### config.mk
export PLATFORM = sky130hd
export DESIGN_NAME = a_writeback
export DESIGN_NICKNAME = d
export VERILOG_FILES = /design/src/rtl/a_writeback.sv
export SDC_FILE = /design/constraint.sdc
export NUM_CORES = 1
export LEC_CHECK = 0
export ABC_AREA = 0
export ABC_CLOCK_PERIOD_IN_PS = 14300
export CAP_MARGIN = 40
export CORE_AREA = 10 10 202 204
export CTS_BUF_LIST = sky130_fd_sc_hd__clkbuf_4
export DETAILED_ROUTE_END_ITERATION = 16
export DIE_AREA = 0 0 212 214
export PLACE_DENSITY = 0.79
export SLEW_MARGIN = 10
export SYNTH_ARGS = -nofsm -noshare
export SYNTH_HDL_FRONTEND = slang
export SYNTH_SLANG_ARGS = --single-unit
### constraint.sdc
create_clock -name clk -period 14.3 [get_ports clk]
set_clock_uncertainty 0.15 [all_clocks]
set_input_delay 4.29 -clock clk [delete_from_list [all_inputs] [get_ports clk]]
set_output_delay 4.29 -clock clk [all_outputs]
set_load 0.1 [all_outputs]
### src/rtl/a_writeback.sv
// a_writeback: A-register file with a single arbitrated write port.
// Result-bus writes have top priority. A memory load that collides with a
// result write is parked in a one-entry hold register and committed at the
// next cycle with no result write. The block also provides three
// combinational read ports and A0 status flags.
// Ports:
//   clk, rst                          clock, async active-high reset
//   i_a_result_en/_src/_dest          result-bus write command
//   i_src_data                        16 functional-unit results, WIDTH each
//   i_mem_we/_dest/_data, o_mem_stall memory-load write port and back-pressure
//   i_rd_i/j/k -> o_ai/aj/ak          read ports (no bypass)
//   o_a0, o_a0_zero, o_a0_neg         A0 value and status
//   o_a_wr_mask                       one-hot of register written at last edge
//   o_src_err, o_ovf_err, o_drop_err  sticky error flags
module a_writeback #(
  parameter int unsigned WIDTH     = 24,
  parameter logic [15:0] SRC_VALID = 16'h7FFF
) (
  input  logic                  clk,
  input  logic                  rst,
  input  logic                  i_a_result_en,
  input  logic [3:0]            i_a_result_src,
  input  logic [2:0]            i_a_result_dest,
  input  logic [16*WIDTH-1:0]   i_src_data,
  input  logic                  i_mem_we,
  input  logic [2:0]            i_mem_dest,
  input  logic [WIDTH-1:0]      i_mem_data,
  output logic                  o_mem_stall,
  input  logic [2:0]            i_rd_i,
  input  logic [2:0]            i_rd_j,
  input  logic [2:0]            i_rd_k,
  output logic [WIDTH-1:0]      o_ai,
  output logic [WIDTH-1:0]      o_aj,
  output logic [WIDTH-1:0]      o_ak,
  output logic [WIDTH-1:0]      o_a0,
  output logic                  o_a0_zero,
  output logic                  o_a0_neg,
  output logic [7:0]            o_a_wr_mask,
  output logic                  o_src_err,
  output logic                  o_ovf_err,
  output logic                  o_drop_err
);

  localparam int unsigned NREG = 8;
  localparam int unsigned NSRC = 16;

  logic [WIDTH-1:0] a_q [NREG];
  logic [WIDTH-1:0] src_arr [NSRC];

  logic             hold_vld, hold_vld_d;
  logic [2:0]       hold_dest, hold_dest_d;
  logic [WIDTH-1:0] hold_data, hold_data_d;
  logic             src_err_d, ovf_err_d, drop_err_d;

  logic             wr_en;
  logic [2:0]       wr_dest;
  logic [WIDTH-1:0] wr_data;

  // Unpack the functional-unit result bus into an indexable array.
  always_comb begin
    for (int n = 0; n < NSRC; n++) begin
      src_arr[n] = i_src_data[n*WIDTH +: WIDTH];
    end
  end

  // Write-port arbitration: result bus, then hold drain, then new load.
  always_comb begin
    wr_en       = 1'b0;
    wr_dest     = 3'd0;
    wr_data     = '0;
    hold_vld_d  = hold_vld;
    hold_dest_d = hold_dest;
    hold_data_d = hold_data;
    src_err_d   = o_src_err;
    ovf_err_d   = o_ovf_err;
    drop_err_d  = o_drop_err;

    if (i_a_result_en) begin
      if (SRC_VALID[i_a_result_src]) begin
        wr_en   = 1'b1;
        wr_dest = i_a_result_dest;
        wr_data = src_arr[i_a_result_src];
        // A newer result to the held destination makes the held load stale.
        if (hold_vld && (hold_dest == i_a_result_dest)) begin
          hold_vld_d = 1'b0;
          drop_err_d = 1'b1;
        end
      end else begin
        src_err_d = 1'b1;
      end
      if (i_mem_we && !hold_vld) begin
        hold_vld_d  = 1'b1;
        hold_dest_d = i_mem_dest;
        hold_data_d = i_mem_data;
      end
    end else if (hold_vld) begin
      wr_en      = 1'b1;
      wr_dest    = hold_dest;
      wr_data    = hold_data;
      hold_vld_d = 1'b0;
    end else if (i_mem_we) begin
      wr_en   = 1'b1;
      wr_dest = i_mem_dest;
      wr_data = i_mem_data;
    end

    // Loads presented while the hold is occupied are lost.
    if (i_mem_we && hold_vld) begin
      ovf_err_d = 1'b1;
    end
  end

  // State registers.
  always_ff @(posedge clk or posedge rst) begin
    if (rst) begin
      for (int r = 0; r < NREG; r++) begin
        a_q[r] <= '0;
      end
      hold_vld    <= 1'b0;
      hold_dest   <= 3'd0;
      hold_data   <= '0;
      o_a_wr_mask <= 8'd0;
      o_src_err   <= 1'b0;
      o_ovf_err   <= 1'b0;
      o_drop_err  <= 1'b0;
    end else begin
      if (wr_en) begin
        a_q[wr_dest] <= wr_data;
      end
      hold_vld    <= hold_vld_d;
      hold_dest   <= hold_dest_d;
      hold_data   <= hold_data_d;
      o_a_wr_mask <= wr_en ? (8'(1) << wr_dest) : 8'd0;
      o_src_err   <= src_err_d;
      o_ovf_err   <= ovf_err_d;
      o_drop_err  <= drop_err_d;
    end
  end

  assign o_mem_stall = hold_vld;
  assign o_ai        = a_q[i_rd_i];
  assign o_aj        = a_q[i_rd_j];
  assign o_ak        = a_q[i_rd_k];
  assign o_a0        = a_q[0];
  assign o_a0_zero   = (a_q[0] == '0);
  assign o_a0_neg    = a_q[0][WIDTH-1];

endmodule

Run 1, PDN straps and rails:
The bar under the picture is 50 um long. Pins as bars on the die edge.
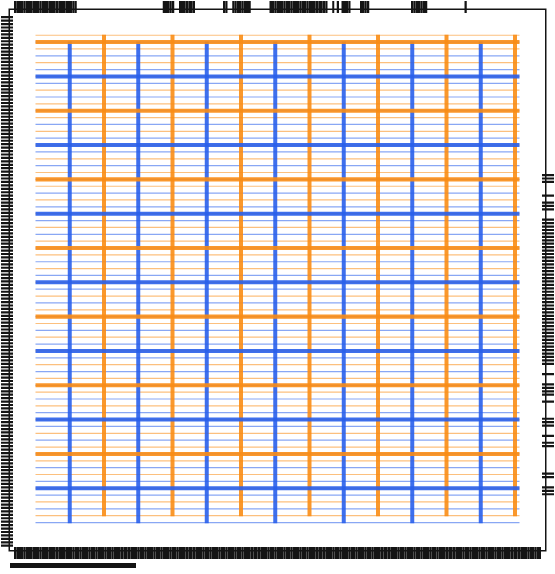
VDD: in orange. VSS: in blue.
541 signal pins sit on the boundary. 14 straps on met5. 72 met1 rails follow the rows. 14 straps on met4.
Std-Cell Core Area: 37000 um^2
die boundary width: 212 um
vertical die dimension: 214 um

Run 1, cell classes on the final placement:
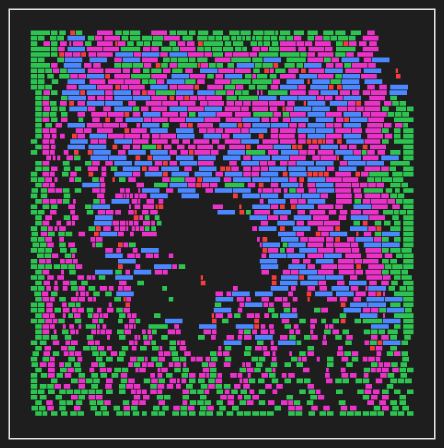
remaining logic cells: in magenta, cells 885, share of their area 42%. clock drivers and dummy loads: in red, cells 110, share of their area 3.1%. remaining buffers and delay cells: in green, cells 688, share of their area 32%. registers: in blue, cells 231, share of their area 23%.
register fraction of the total cell area: 22.9%
row count: 71

==> flow_summary.ini, run 1 <==
; yosys + openroad results
[outcome]
outcome = finished, final reports clean

[drt]
finalWirelength_um = 76200
route.vias.total = 14744
met3RoutedLength_um = 5550
drt_drc_violations_left = 0
detailroute.wirelength.met2_um = 39800
route.layer.met1.wl_um = 28700

[floorplan]
floorplan.tapcells = 474
chip_area_um2 = 45400

[min_path]
hold-path-endpoint = o_src_err
timing.hold.worst.start = o_src_err

[cts]
post-cts-setup-buffers = 0
max-clock-path-buffers = 3
cts_hold_buf = 0
cts_htree_levels = 2
cts_root_buf = clkbuf_4

[final_layout]
inverters = 6
syn_to_layout_area_delta_pct = 50.3
buf_share_pct = 30.8
final_core_util_pct = 68.1
cell_class_ranked_first_by_area = combinational gates

[logic_synthesis]
post_synth_mux_area_share_pct = 50.7
ys_cells = 1258
ys.flops = 231
yosys.area_share.xor_xnor_pct = 0.157
synth_cell_type_count = 42
most_common_cell_in_the_synthesized_netlist = mux2_2
yosys-top-cells-count = 265 x mux2_2, 231 x dfrtp_1, 192 x mux2i_1
synth_sequential_area_ratio_pct = 34.4
synthesis.instances = 1258
synth.yosys.chip_area_um2 = 16800
post_synth_ao_oa_area_fraction_pct = 6.99

[grt]
grt_usage_pct = 33.1

[pwr]
power_frac_seq_pct = 26.2
pg_comb_mw = 2.81

[flow_run]
warning_count = 32

[setup_path]
worstSetupPathDepth = 6
r2r.worst_path.cells = 6
crit_chain = buf_2 -> buf_4 -> mux4_2 -> mux2_2 -> clkdlybuf4s50_1 -> buf_8
critical_path.max_fanout = 34
arrival_ns = 6.65

[sta]
grt_setup_unrepaired = false
max_freq_mhz = 90.2
slew_headroom_pct = 38.7
final_tns_setup_ns = 0
timing_max_transition_violations_final = 0
setup_viol_count_final = 0

[place]
numPlacedInstances = 2277
Run 1, clock network drawn from the DEF:
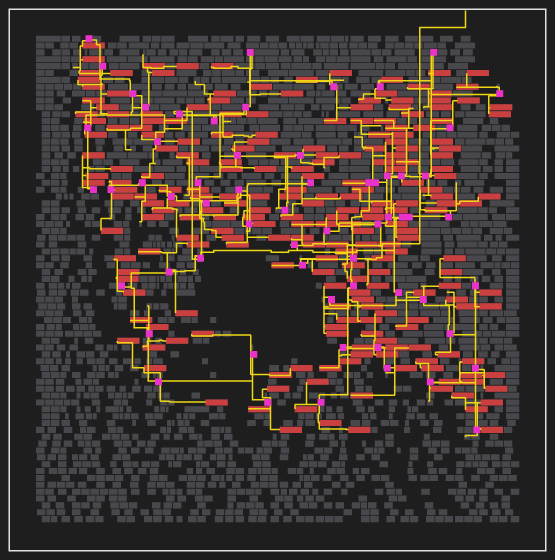
flip-flops: in red, count 231. clock wires: in yellow, length 3630 um. clock-net drivers: in magenta, count 61.
There are 62 routed clock nets.
insertion delay to the later sink of the worst-skew pair: 0.73 ns
clock group power: 585 uW
share of total power in the clock network: 12.7%

run 1: layout by cell type, fill, tap and decap left out, types with 19 or more instances in the layout:
cell               n
clkdlybuf4s50_1  532
mux2i_1          192
buf_4             33
dfrtp_1          231
o211ai_1          25
a22oi_1          120
buf_8             87
nand3_1           49
mux2_2           265
clkbuf_4          93
buf_16            30
mux2_4            19
mux4_2           144
run 1: per-stage QoR:
stage	hold WS, ns	power [mW]	area, um^2
6_report	0.331	4.60	25200
5_1_grt	0.368	4.76	25200
4_1_cts	0.331	4.60	25200
3_5_place_dp	0.318	4.01	24400
3_3_place_gp	0.293	3.40	22200
2_1_floorplan	0.330	2.90	16800
run 1: worst max-delay path by stage:
stage | startpoint | end | slack [ns]
6_report | i_rd_j[1] | o_aj[15] | 3.21
3_5_place_dp | i_rd_j[1] | o_aj[6] | 3.26
2_1_floorplan | rst | a_q[0] | 3.53
3_3_place_gp | i_rd_i[0] | o_ai[21] | 2.86
4_1_cts | i_rd_j[0] | o_aj[12] | 3.25
5_1_grt | i_rd_j[0] | o_aj[12] | 3.15
run 1: sequential cells by signal, summed over array words and instances (netlist names):
signal / count
o_src_err: 1
o_drop_err: 1
o_mem_stall: 1
o_a0: 24
hold_data: 24
o_ovf_err: 1
a_q: 168
o_a_wr_mask: 8
hold_dest: 3
run 1: worst reg2reg max path: stages (launching register included):
cell and delay, ns:
dfrtp_1 0.42, buf_4 0.28, nor2b_2 0.56, buf_4 0.33, a22oi_1 0.09, o211ai_1 0.75
mux2_2 0.32
run 1: per-layer routing:
| metal | track usage [%] | vias to the layer above |
|---|---|---|
| met5 | 0 | - |
| met4 | 9.66 | 6 |
| met3 | 6.81 | 134 |
| met2 | 57.8 | 785 |
| met1 | 40.1 | 7541 |
| li1 | - | 6278 |
==> run 2: changes to the inputs <==
ABC_CLOCK_PERIOD_IN_PS = 10500   (was 14300)
clock period = 10.5 ns   (was 14.3 ns; I/O delays follow)
Run 2, routing congestion:
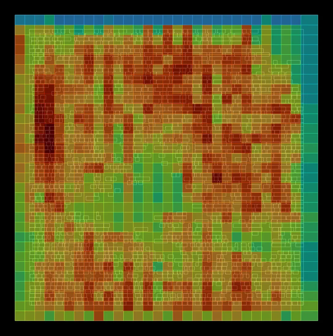
per-cell routed wire length: 31.4 um
utilization after layout: 65.2%
GRT Resource Usage Total: 31.8%

Run 2, clock network drawn from the DEF:
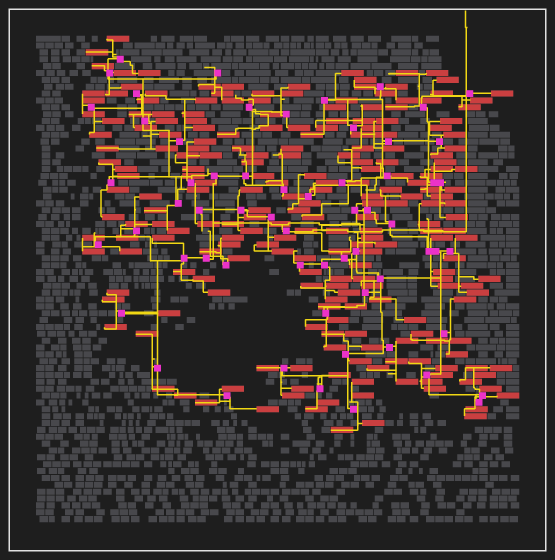
flip-flops: in red, count 231. clock wires: in yellow, length 3250 um. clock-net drivers: in magenta, count 61.
There are 62 routed clock nets.
clock group power: 777 uW
insertion delay to the later sink of the worst-skew pair: 0.72 ns

==> run 2 against run 1 <==
Sequential share of layout area increased by 1.0 points. Synthesized area unchanged. Sequential cell count unchanged.
==> flow_summary.ini, run 2 <==
; yosys + openroad results
[outcome]
outcome = finished, final reports clean

[drt]
route.vias.total = 14414
drt_drc_violations_left = 0
finalWirelength_um = 73600

[grt]
groute.layer.met2.usage_pct = 54.7
groute.layer.met3.usage_pct = 6.42
grtUsageMet1_pct = 39.0

[cts]
post-cts-setup-buffers = 0
cts_hold_buf = 0

[logic_synthesis]
most_common_cell_in_the_synthesized_netlist = mux2_2
yosys-top-cells-count = 265 x mux2_2, 231 x dfrtp_1, 192 x mux2i_1
synthesis.instances = 1258
synth_cell_type_count = 42
ys.flops = 231
ys_cells = 1258
post_synth_mux_area_share_pct = 50.7
synth.yosys.chip_area_um2 = 16800
yosys.area_share.xor_xnor_pct = 0.157

[final_layout]
layout.cells.most_common_list = 480 x clkdlybuf4s50_1, 265 x mux2_2, 231 x dfrtp_1
most_frequent_standard_cell_in_the_layout_excluding_fill_and_tap_cells = clkdlybuf4s50_1
largest-register = a_q

[sta]
slew_headroom_pct = 37.1
final_tns_setup_ns = 0
timing_max_transition_violations_final = 0

[flow_run]
warning_count = 31

[setup_path]
critical_path.max_fanout = 30
r2r.worst_path.cells = 7
arrival_ns = 5.35

[pwr]
power.clock.fraction_pct = 13.4

[floorplan]
floorplan.rows = 71
die_y_um = 214
==> run 2: cell counts after synthesis <==
Identical to the previous run, type by type.
==> run 2: cell families (layout without fill, tap and decap cells) <==
logic type      Yosys count  after routing
mux                     627            627
flops                   231            231
compound gates          157            157
buf+inv                 148            746
simple gates             92             92
xor+xnor                  3              3
other cells               0              9
==> run 2: per-layer routing <==
layer / share of wire [%] / up-vias
met2: 51 / 746
met4: 3.4 / 10
met3: 7.6 / 141
met5: 0.091 / -
met1: 38 / 7323
li1: - / 6194
==> run 2: cell type report <==
class	instances	share of cell area, %
diodes	9	0.0932
clock buffers	88	2.74
clock inverters	13	0.342
inverters	6	0.124
multi-input cells	879	42.5
flip-flops and latches	231	23.9
well taps	474	2.46
repair buffers	639	27.8
==> run 2: path summary, 6_finish.rpt <==
kind / startpoint / endpoint / slack (ns)
min in group asynchronous: rst / o_a_wr_mask[3] / 2.80
min: o_src_err / o_src_err / 0.32
min reg2reg: o_src_err / o_src_err / 0.32
max in group asynchronous: rst / a_q[151] / 6.16
max reg2reg: o_mem_stall / a_q[142] / 7.12
max: i_rd_j[0] / o_aj[13] / 1.85
==> run 2: critical path: stages <==
cell	delay (ns)
buf_4	0.31
buf_16	0.29
mux4_2	0.57
mux2_2	0.28
clkdlybuf4s50_1	0.51
buf_16	0.21
==> run 2: power by group through the flow <==
stage               clock, mW  sequential (mW)  combinational, mW
finish                  0.777             1.63               3.39
global route            0.837             1.68               3.50
CTS                     0.790             1.62               3.40
detailed placement          0             1.63               3.39
global placement            0             1.59               3.02
floorplan                   0             1.52               2.43
==> run 2: through the flow <==
step	power [mW]	area (um^2)	utilization, %
final	5.79	24200	65.2
after global routing	6.01	24100	65.2
after CTS	5.80	24100	65.1
after detailed placement	5.02	23400	63.1
after global placement	4.61	22100	59.7
after floorplan	3.94	16800	-
Power and IR drop assume default switching activity.
